==> config.mk <==
export PLATFORM = sky130hd
export DESIGN_NAME = period_meter
export DESIGN_NICKNAME = d
export VERILOG_FILES = /design/src/rtl/period_meter.sv
export SDC_FILE = /design/constraint.sdc
export NUM_CORES = 1
export LEC_CHECK = 0
export ABC_CLOCK_PERIOD_IN_PS = 5850
export CAP_MARGIN = 15
export CORE_MARGIN = 3
export CORE_UTILIZATION = 25
export DETAILED_ROUTE_END_ITERATION = 10
export SLEW_MARGIN = 20
export SYNTH_ARGS = -nofsm -noshare
export SYNTH_HDL_FRONTEND = slang
export SYNTH_SLANG_ARGS = --single-unit
==> constraint.sdc <==
create_clock -name clk -period 5.85 [get_ports clk]
set_clock_uncertainty 0.15 [all_clocks]
set_input_delay 1.17 -clock clk [delete_from_list [all_inputs] [get_ports clk]]
set_output_delay 1.17 -clock clk [all_outputs]
set_load 0.005 [all_outputs]
==> images/sizes.png <==
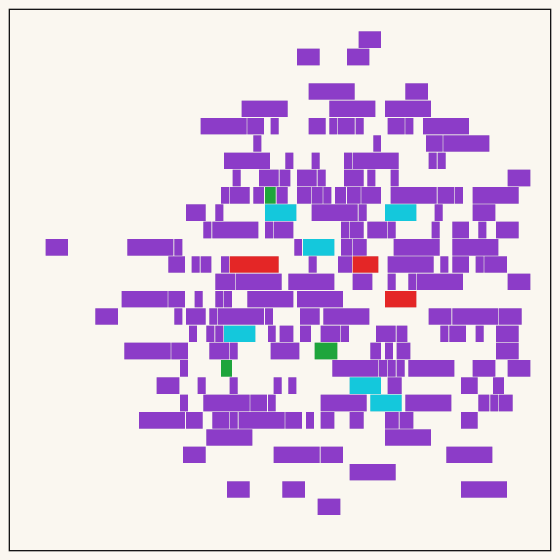
Purple stands for _0 and _1 cells, cells 186, share 94%. Red stands for _3 and _4 cells, cells 3, share 1.5%. Cyan stands for _6 and larger, cells 6, share 3.0%. Green stands for _2 cells, cells 3, share 1.5%.
Non-clk bufs: 23
P&R area growth vs syn: 24.3%
Setup WS post-layout: 3.23 ns
final instance area: 1930 um^2

==> images/io_fan.png <==
The bar under the picture is 20 um long.
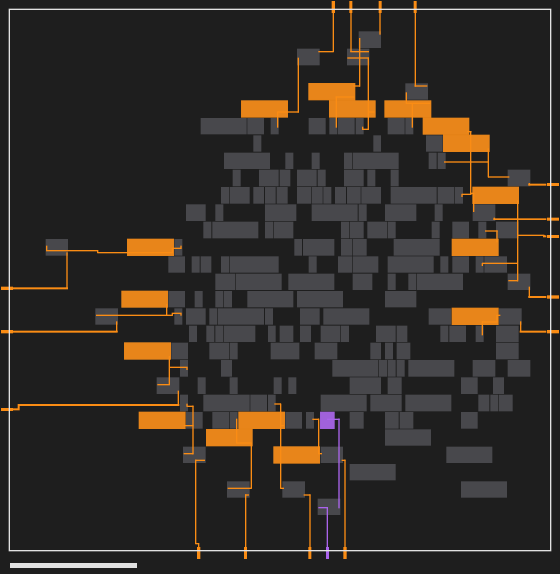
Orange stands for period, bits 16, direction output, end cells 16, buffers 16, wire 382 um. Purple stands for sig_in, bits 1, direction input, end cells 1, buffers 1, wire 23.4 um.
Buffers on Ports: 23
# IOs: 24

==> images/placement.png <==
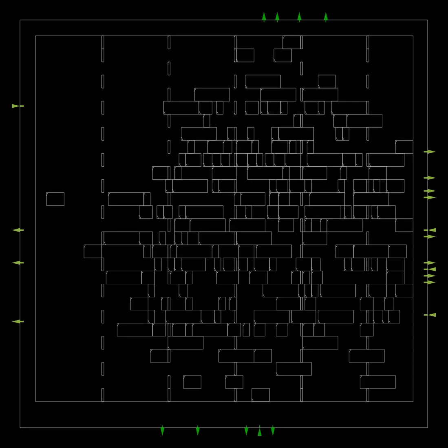
Rows: 28
flip-flops: 40
sequential portion of the cell area: 41.4%
filler cell count in the final layout: 623

==> images/placement_by_type.png <==
Fill, decap, tap and diode cells in gray.
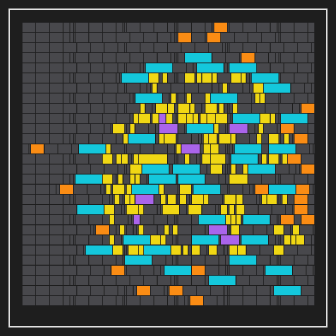
Purple stands for clock drivers and dummy loads, cells 8. Cyan stands for flops, cells 40. Yellow stands for combinational and other logic, cells 127. Orange stands for other buffers and delay cells, cells 23.
fin util: 32.3%
core area: 5990 um^2

==> images/wires.png <==
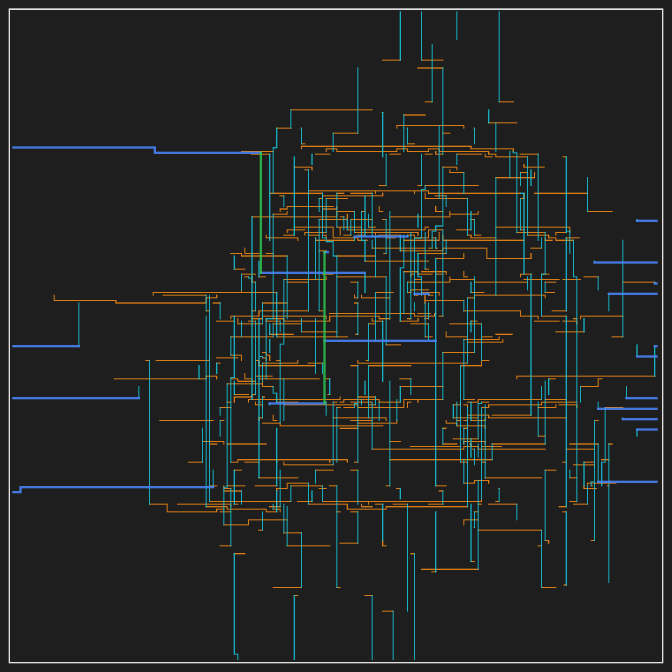
Orange stands for metal 1, wire length 1390 um. Green stands for metal 4, wire length 35.4 um. Blue stands for metal 3, wire length 174 um. Cyan stands for metal 2, wire length 1410 um.
routed via count: 1190
WL per Instance: 11.0 um
routed wire length: 3.01 mm

==> out/results.tsv <==
metric	value	unit
status	completed	
Placed Instances	265	
worst path cell trace	clkdlybuf4s50_1, nand4b_1, nand2b_4, nor2_1	
Crit Path Category	in -> reg	
biggest area cells	dfxtp_1 51%, nand2_1 8.7%, a21boi_0 7.7%, xnor2_1 7.3%, nor2_1 5.3%	
Adder Share, Synth	0.804	%
# H-tree levels	2	
Post-synth regs	40	
met2 WL	1.41	mm
gr usage total	9.67	%
vias in the first global route	1222	
worst vdd ir	0.0000910	V
Reg area	801	um^2
CP Depth	4	
worst hold path class	reg -> reg	
clock-net power	0.189	mW
Synth Warn #	0	
crit end category	flip-flop	
first-pass detailed-route iteration total	4	
Seq. pwr	0.274	mW
CP startpoint kind	input port	
final hold viol count	0	
GRT Max-Usage Layer	met2	
combinational share of power	1.7	%
largest net degree at the start of global routing	24	
CP max FO	23	
dpl hpwl	2.05	mm
Max Fclk	0.382	GHz
mi-comb count	121	
clkbuf count	6	
Worst Max-Slew Pin Slew	0.710	ns
Post-CTS Resized	0	
Top cells excl fill/tap	40 x dfxtp_1, 36 x nand2_1, 23 x clkdlybuf4s50_1, 22 x nor2_1, 16 x a21boi_0	
Num CTS Buffers	5	
Post-CTS Setup Bufs	0	
simple share	25.9	%
Setup Slack @ Placement	2.92	ns
max-slew violations	0	
clk sinks	40	
Dominant flop cell	dfxtp_1	
Post-synth EDFFs	0	
clock-pin slew on the worst setup and hold paths	0.07	ns
most numerous logic cell after layout	dfxtp_1	
Iteration-0 DRC Markers	62	
Post-DRT Antenna Nets	0	
met1 Usage GRT	11.7	%
fin cells	273	
Biggest consumer	registers	
DRC	0	
non-clock inverter total of the final layout	6	
share of power burned in registers	58.2	%
R2R depth	5	
layout cells sized above 1	6.06	%
Clock power frac	40.1	%
total power	0.471	mW
fraction of registers with async set/reset	0	%
Mux cell area share	0	%
Fin Hold WS	0.236	ns
die area	7210	um^2
clock buffer depth	2	
R2R Setup Slk	3.84	ns
Main logic family	simple AND/OR/NAND/NOR gates	
Post-Synth AOI/OAI Area	10.0	%
pwr dens	243	nW/um^2
initial antenna violation count	0	
Post-synth seq share	51.4	%
CTS tree	yes	
top layer reached by signal wires	met4	
gr ovfl total	0	
WP data required	5.92	ns
yosys stat area	1560	um^2
RSZ-0062 raised after global routing	no	
Post-Syn Area	1560	um^2
endpoints failing setup	0	
setup tns final	0	ns
Switching Share	21.0	%
relative slew slack	52.5	%
Multi-input gate area	694	um^2
met2 Usage GRT	15.4	%
routed wl met3	174	um
Leak	0.593	nW
Crit-path slowest cell	clkdlybuf4s50_1	
max-cap violations	0	
buffering overhead	11.9	%
routed length on met1	1.39	mm
Min Clock Period, post-route	2.62	ns
CTS root buffer	clkbuf_8	
Net Switching	0.0987	mW
placed cell area	1840	um^2
Latency at later pin	0.29	ns
diode count	0	
met3 GRT Util	3.50	%
CP arrival	2.69	ns
Synth area leader	dfxtp_1	
internal power	0.372	mW
# Cells Yosys	173	
floorplan core density	26.0	%
ClkCell Share	4.79	%
syn_area_per_cell	9.00	um^2
Hold Path Depth	1	
Nets	203	
period utilization	44.7	%
CP delay by family, top	buffers and inverters	
Largest cell class	flip-flops and latches	
stage-log warning count	26	
Yosys top cell area share	51.4	%
commonest cells in the netlist	40 x dfxtp_1, 36 x nand2_1, 22 x nor2_1, 16 x a21boi_0, 13 x xnor2_1	
tap cell count	75	
hold_buf cts	0	
Comb/total area	35.9	%
syn_nets	179	
global-route wire length before repair	5.59	mm
Synth cell types	27	
die x size	84.9	um
slowest stage delay, CP	0.89	ns
GPL Wtd Cong	0.650	
Die Y	84.9	um
XOR/XNOR Fraction of Synth Area	7.88	%
P_comb	0.00800	mW
Power and IR drop assume default switching activity.
